met3.png
Drawn at 2 px/µm.
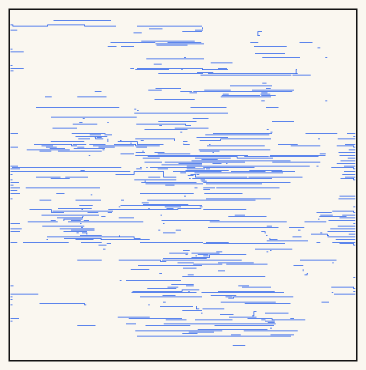
registers.png
Drawn at 3 px/µm. Other sequential cells in the stronger grey, the rest of the logic in the fainter grey.
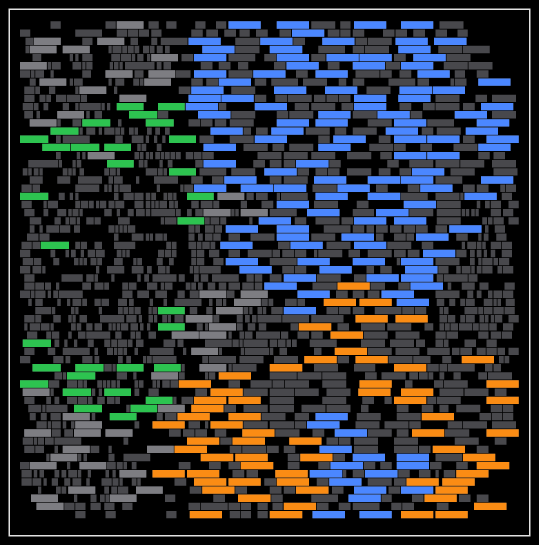
### src/rtl/dual_branch_predictor.sv
// -----------------------------------------------------------------------------
// dual_branch_predictor
//
// Fetch-stage branch predictor for the dual-issue pipeline. It holds a bimodal
// table of 2-bit saturating counters, a direct-mapped tagged BTB and two
// saturating statistics counters. Lookups are combinational. Training happens
// on every rising edge from the outcomes resolved at M.
//
// Ports
//   clk                   rising-edge clock
//   rst                   asynchronous, active-low reset
//   PCF1 / PCF2           fetch PCs (slot 1 older, slot 2 younger)
//   PredictionF1 / F2     predicted taken, per slot
//   PredictedPCF1 / F2    predicted next PC, per slot
//   BranchM1 / M2         M-stage slot holds a conditional branch
//   PredictionM1 / M2     prediction that travelled with the branch
//   branch_taken1 / 2     resolved direction
//   PCM1 / PCM2           PC of the resolving branch
//   branchAdderResultM1/2 resolved branch target
//   BranchCount           resolved branches counted (saturating)
//   MispredictCount       mispredictions counted (saturating)
//
// M-stage inputs carry no valid/ready handshake. A slot is consumed on the
// edge where BranchM* is high, and the predictor can never stall it.
// -----------------------------------------------------------------------------
module dual_branch_predictor #(
  parameter int PC_WIDTH   = 8,
  parameter int INDEX_BITS = 4,
  parameter int STAT_WIDTH = 16
) (
  input  logic                  clk,
  input  logic                  rst,
  input  logic [PC_WIDTH-1:0]   PCF1,
  input  logic [PC_WIDTH-1:0]   PCF2,
  output logic                  PredictionF1,
  output logic                  PredictionF2,
  output logic [PC_WIDTH-1:0]   PredictedPCF1,
  output logic [PC_WIDTH-1:0]   PredictedPCF2,
  input  logic                  BranchM1,
  input  logic                  BranchM2,
  input  logic                  PredictionM1,
  input  logic                  PredictionM2,
  input  logic                  branch_taken1,
  input  logic                  branch_taken2,
  input  logic [PC_WIDTH-1:0]   PCM1,
  input  logic [PC_WIDTH-1:0]   PCM2,
  input  logic [PC_WIDTH-1:0]   branchAdderResultM1,
  input  logic [PC_WIDTH-1:0]   branchAdderResultM2,
  output logic [STAT_WIDTH-1:0] BranchCount,
  output logic [STAT_WIDTH-1:0] MispredictCount
);

  localparam int ENTRIES = 1 << INDEX_BITS;
  localparam int TAG_W   = PC_WIDTH - INDEX_BITS;

  // ---------------------------------------------------------------------------
  // State
  // ---------------------------------------------------------------------------
  logic [1:0]            cnt_q    [ENTRIES];
  logic [1:0]            cnt_d    [ENTRIES];
  logic [ENTRIES-1:0]    valid_q;
  logic [ENTRIES-1:0]    valid_d;
  logic [TAG_W-1:0]      tag_q    [ENTRIES];
  logic [PC_WIDTH-1:0]   target_q [ENTRIES];
  logic [STAT_WIDTH-1:0] branch_cnt_q, branch_cnt_d;
  logic [STAT_WIDTH-1:0] mis_cnt_q, mis_cnt_d;

  // ---------------------------------------------------------------------------
  // Helpers
  // ---------------------------------------------------------------------------
  function automatic logic [1:0] sat_step(input logic [1:0] c, input logic taken);
    logic [1:0] r;
    r = c;
    if (taken) begin
      if (c != 2'b11) r = c + 2'b01;
    end else begin
      if (c != 2'b00) r = c - 2'b01;
    end
    return r;
  endfunction

  // The increment is at most 2, so a carry out of the top bit is the only way
  // to pass all-ones. Clamping on that carry keeps the counter from wrapping.
  function automatic logic [STAT_WIDTH-1:0] sat_add(input logic [STAT_WIDTH-1:0] v,
                                                    input logic [1:0]            inc);
    logic [STAT_WIDTH:0] sum;
    sum = {1'b0, v} + {{(STAT_WIDTH-1){1'b0}}, inc};
    return sum[STAT_WIDTH] ? {STAT_WIDTH{1'b1}} : sum[STAT_WIDTH-1:0];
  endfunction

  // ---------------------------------------------------------------------------
  // Lookup (combinational, reads pre-edge state; no write-to-read bypass)
  // ---------------------------------------------------------------------------
  logic [INDEX_BITS-1:0] idx_f1, idx_f2;
  logic                  hit_f1, hit_f2;
  logic                  taken_f1, taken_f2_raw;
  logic [PC_WIDTH-1:0]   seq_pc1, seq_pc2;

  assign idx_f1 = PCF1[INDEX_BITS-1:0];
  assign idx_f2 = PCF2[INDEX_BITS-1:0];

  assign hit_f1 = valid_q[idx_f1] && (tag_q[idx_f1] == PCF1[PC_WIDTH-1:INDEX_BITS]);
  assign hit_f2 = valid_q[idx_f2] && (tag_q[idx_f2] == PCF2[PC_WIDTH-1:INDEX_BITS]);

  assign taken_f1     = hit_f1 && cnt_q[idx_f1][1];
  assign taken_f2_raw = hit_f2 && cnt_q[idx_f2][1];

  // Sequential next PC wraps naturally at the PC width.
  assign seq_pc1 = PCF1 + PC_WIDTH'(1);
  assign seq_pc2 = PCF2 + PC_WIDTH'(1);

  assign PredictionF1  = taken_f1;
  assign PredictedPCF1 = taken_f1 ? target_q[idx_f1] : seq_pc1;

  // When slot 1 predicts taken, slot 2 sits on the not-fetched path, so its
  // own prediction is suppressed.
  assign PredictionF2  = taken_f2_raw && !taken_f1;
  assign PredictedPCF2 = (taken_f2_raw && !taken_f1) ? target_q[idx_f2] : seq_pc2;

  // ---------------------------------------------------------------------------
  // Resolution at M
  // ---------------------------------------------------------------------------
  logic [INDEX_BITS-1:0] idx_m1, idx_m2;
  logic                  mis1, mis2_eff;
  logic                  upd1, upd2;
  logic [1:0]            branch_inc, mis_inc;

  assign idx_m1 = PCM1[INDEX_BITS-1:0];
  assign idx_m2 = PCM2[INDEX_BITS-1:0];

  assign mis1 = BranchM1 && (PredictionM1 != branch_taken1);
  assign upd1 = BranchM1;
  // Slot 2 is wrong-path whenever slot 1 mispredicts: no training, no stats.
  assign upd2     = BranchM2 && !mis1;
  assign mis2_eff = upd2 && (PredictionM2 != branch_taken2);

  assign branch_inc = {1'b0, upd1} + {1'b0, upd2};
  assign mis_inc    = {1'b0, mis1} + {1'b0, mis2_eff};

  // ---------------------------------------------------------------------------
  // Next-state for counters and valid bits. Slot 1 is applied first, then
  // slot 2 on the result, so two updates to the same index chain correctly.
  // ---------------------------------------------------------------------------
  always_comb begin
    cnt_d   = cnt_q;
    valid_d = valid_q;
    if (upd1) begin
      cnt_d[idx_m1] = sat_step(cnt_d[idx_m1], branch_taken1);
      if (branch_taken1) valid_d[idx_m1] = 1'b1;
    end
    if (upd2) begin
      cnt_d[idx_m2] = sat_step(cnt_d[idx_m2], branch_taken2);
      if (branch_taken2) valid_d[idx_m2] = 1'b1;
    end
  end

  always_comb begin
    branch_cnt_d = sat_add(branch_cnt_q, branch_inc);
    mis_cnt_d    = sat_add(mis_cnt_q, mis_inc);
  end

  // ---------------------------------------------------------------------------
  // Registers with reset
  // ---------------------------------------------------------------------------
  always_ff @(posedge clk or negedge rst) begin
    if (!rst) begin
      for (int i = 0; i < ENTRIES; i++) begin
        cnt_q[i] <= 2'b01;
      end
      valid_q      <= '0;
      branch_cnt_q <= '0;
      mis_cnt_q    <= '0;
    end else begin
      for (int i = 0; i < ENTRIES; i++) begin
        cnt_q[i] <= cnt_d[i];
      end
      valid_q      <= valid_d;
      branch_cnt_q <= branch_cnt_d;
      mis_cnt_q    <= mis_cnt_d;
    end
  end

  // BTB tag/target storage carries no reset: entries are qualified by valid_q.
  // The slot 2 write comes second, so it wins when both slots write one index.
  always_ff @(posedge clk) begin
    if (upd1 && branch_taken1) begin
      tag_q[idx_m1]    <= PCM1[PC_WIDTH-1:INDEX_BITS];
      target_q[idx_m1] <= branchAdderResultM1;
    end
    if (upd2 && branch_taken2) begin
      tag_q[idx_m2]    <= PCM2[PC_WIDTH-1:INDEX_BITS];
      target_q[idx_m2] <= branchAdderResultM2;
    end
  end

  assign BranchCount     = branch_cnt_q;
  assign MispredictCount = mis_cnt_q;

endmodule

### config.mk
export PLATFORM = sky130hd
export DESIGN_NAME = dual_branch_predictor
export DESIGN_NICKNAME = d
export VERILOG_FILES = /design/src/rtl/dual_branch_predictor.sv
export SDC_FILE = /design/constraint.sdc
export NUM_CORES = 1
export LEC_CHECK = 0
export ABC_AREA = 0
export CAP_MARGIN = 10
export CORE_AREA = 3 3 170 172
export DETAILED_ROUTE_END_ITERATION = 7
export DIE_AREA = 0 0 173 175
export MAX_ROUTING_LAYER = met4
export PLACE_DENSITY_LB_ADDON = 0.12
export SLEW_MARGIN = 20
export SYNTH_ARGS = -nofsm -noshare
export SYNTH_HDL_FRONTEND = slang
export SYNTH_SLANG_ARGS = --single-unit
### constraint.sdc
create_clock -name clk -period 5.3 [get_ports clk]
set_clock_uncertainty 0.2 [all_clocks]
set_input_delay 0.795 -clock clk [delete_from_list [all_inputs] [get_ports clk]]
set_output_delay 0.795 -clock clk [all_outputs]
set_load 0.01 [all_outputs]
==> ci_impl_report.md <==
### Metrics collected by this job

| Metric | Value |
|---|---|
| Syn Area/Cell | 13.2 µm² |
| Latest clock arrival within the worst-skew pair | 560 ps |
| Worst rel slew slack | 0.230 |
| Non-Filler Instances | 1,770 |
| Clock Buffer Count | 48 |
| Post-DRT Antenna Nets | 0 |
| Placement Rows | 61 |
| Clock root buffer | clkbuf_16 |
| Gate power share | 0.224 |
| GR Overflow Total | 0 |
| Post-synth regs | 272 |
| Final worst path period need | 4870 ps |
| Worst hold slack | 271 ps |
| Number of buffers created by CTS | 30 |
| Clock buffer depth | 3 |
| VDD IR max | 0.256 mV |
| Fin crit share | 0.919 |
| Outcome | finished clean |
| Storage cell area | 7790 µm² |
| Sw Share | 0.283 |
| Hold Buf Count CTS | 0 |
| Non-clock buffering overhead | 0.0853 |
| Chip area | 30,300 µm² |
| Port bufs | 105 |
| Power per cell area | 323 nW/µm² |
| Seq pwr share | 0.438 |
| Pre-antenna DRT Iters | 6 |
| FP Util | 0.604 |
| Final design utilization | 0.703 |
| FFs w/ async S/R, synth | 0.294 |
| Cell family with most CP delay | buffers and inverters |
| Layer with the highest usage | met2 |
| Max-cap violations | 0 |
| # Cells Yosys | 1,260 |
| Largest regs | target_q x128, tag_q x64, cnt_q x32 |
| First-pass GRT wire length | 74,400 µm |
| CP Class | input pin to primary output |
| Inverter count | 15 |
| Core area | 27,600 µm² |
| Max reg flops | 128 |
| Comb area share | 0.434 |
| Dominant cell area share | 0.346 |
| CP Cell Sequence | clkdlybuf4s50_1, buf_12, mux4_2, mux4_2, nor3_4, buf_4, mux2_2, clkdlybuf4s50_1 |
| Met1 Use GR | 0.458 |
| Layout net count | 1,427 |
| GR met2 Demand/Resource | 0.507 |
| P&R area growth vs syn | 16.5% |
| Final worst setup slack | 431 ps |
| Via density | 6.76 |
| Share of cells above drive strength 1 | 0.371 |
| Final hold violation count | 0 |
| Crit path DAT | 3870 ps |
| Int Power | 4.49 mW |
| Dpl hpwl | 32,100 µm |
| Main synth FF type | edfxtp_1 |
| ClkCell Share | 0.0523 |
| Synth cell count leaders | mux2_2, edfxtp_1, mux4_2, nand2_1, dfrtp_1 |
| Crit end category | primary output |
| Signal buffers | 176 |
| Met1 Wirelength | 18,900 µm |
| CP bufs+invs | 4 |
| Post-CTS Setup Repair Bufs | 0 |
| Slowest cell delay on critical path | 540 ps |
| Slew at the pin closest to its max-slew limit | 1150 ps |
| Tool Warnings | 26 |
| Required time of the critical path | 4300 ps |
| Flops | 272 |
| Tap Count | 378 |
| Antenna violations before repair | 3 |
| CTS resizes | 0 |
| Syn nets | 1,322 |
| Tot GR Track Use | 0.337 |
| Initial DRC count | 1,713 |
| Pins Over Slew Limit | 0 |
| Wirelength per Cell | 27.8 µm |
| Worst Hold Class | flop to flop |
| Die Ht | 175 µm |
| Final setup TNS | 0 ps |
| Tally of filler cells in the layout | 1,996 |
| Synthesized instance count | 1,260 |
| Drt drc | 0 |
| N_diodes | 3 |
| Psw | 1.78 mW |
| Seq share, synth | 0.467 |
| Clock power frac | 0.338 |
| Startpoint Class | input pin |
Notes on met3.png above:
wire length on this layer: 5,460 µm
longest straight run: 76.6 µm
share of all routed wire: 11%
main direction: horizontal
met3 usage in global routing: 0.0748
WL final: 49,200 µm
Vias: 12.0k

Notes on registers.png above:
| netlist name | colour | flops |
|---|---|---|
| cnt_q | green | 32 |
| tag_q | orange | 64 |
| target_q | blue | 128 |

kinds of logic (layout without fill, tap and decap cells):
| family | Yosys count | count (layout) | synth area share |
|---|---|---|---|
| AOI/OAI and AO/OA | 166 | 166 | 0.0633 |
| xor gates and xnor gates | 42 | 42 | 0.0221 |
| adders and majority gates | 11 | 11 | 0.00870 |
| buffers and inverters | 118 | 247 | 0.0293 |
| DFF | 272 | 272 | 0.467 |
| muxes | 350 | 350 | 0.326 |
| other | 0 | 3 | 0 |
| and+or+nand+nor | 301 | 301 | 0.0844 |
worst paths after layout:
check	to	start	slack (ps)	depth (start not counted)
hold / removal	valid_q[4]	valid_q[4]	270	1
setup / recovery	PredictedPCF1[1]	PCF1[2]	430	8
max in group asynchronous	cnt_q[8]	rst	3760	3
hold reg to reg	valid_q[4]	valid_q[4]	270	1
min in group asynchronous	BranchCount[3]	rst	480	2
setup reg to reg	cnt_q[17]	cnt_q[21]	1620	9
cell usage in the layout, fill, tap and decap left out, types with 15 or more instances in the layout:
cell type,Yosys,final
clkdlybuf4s50_1,0,99
nand3_1,40,40
clkbuf_16,0,32
o21ai_0,59,43
dfstp_2,16,16
edfxtp_1,192,192
xor2_1,25,25
inv_1,15,15
mux4_2,133,133
nor2_1,61,61
a21oi_1,34,34
nand2_1,120,120
buf_4,0,66
mux2_2,199,199
or2_2,21,21
o21ai_1,12,25
dfrtp_1,64,64
xnor2_1,17,17
mux2i_1,16,16
power groups by stage:
| stage | registers (mW) | clock network [mW] | logic, mW |
|---|---|---|---|
| after floorplan | 2.72 | 0 | 0.923 |
| after global placement | 2.77 | 0 | 1.36 |
| after detailed placement | 2.78 | 0 | 1.38 |
| after CTS | 2.74 | 2.15 | 1.39 |
| after global routing | 2.76 | 2.23 | 1.52 |
| final | 2.75 | 2.12 | 1.40 |
Power and IR drop assume default switching activity.
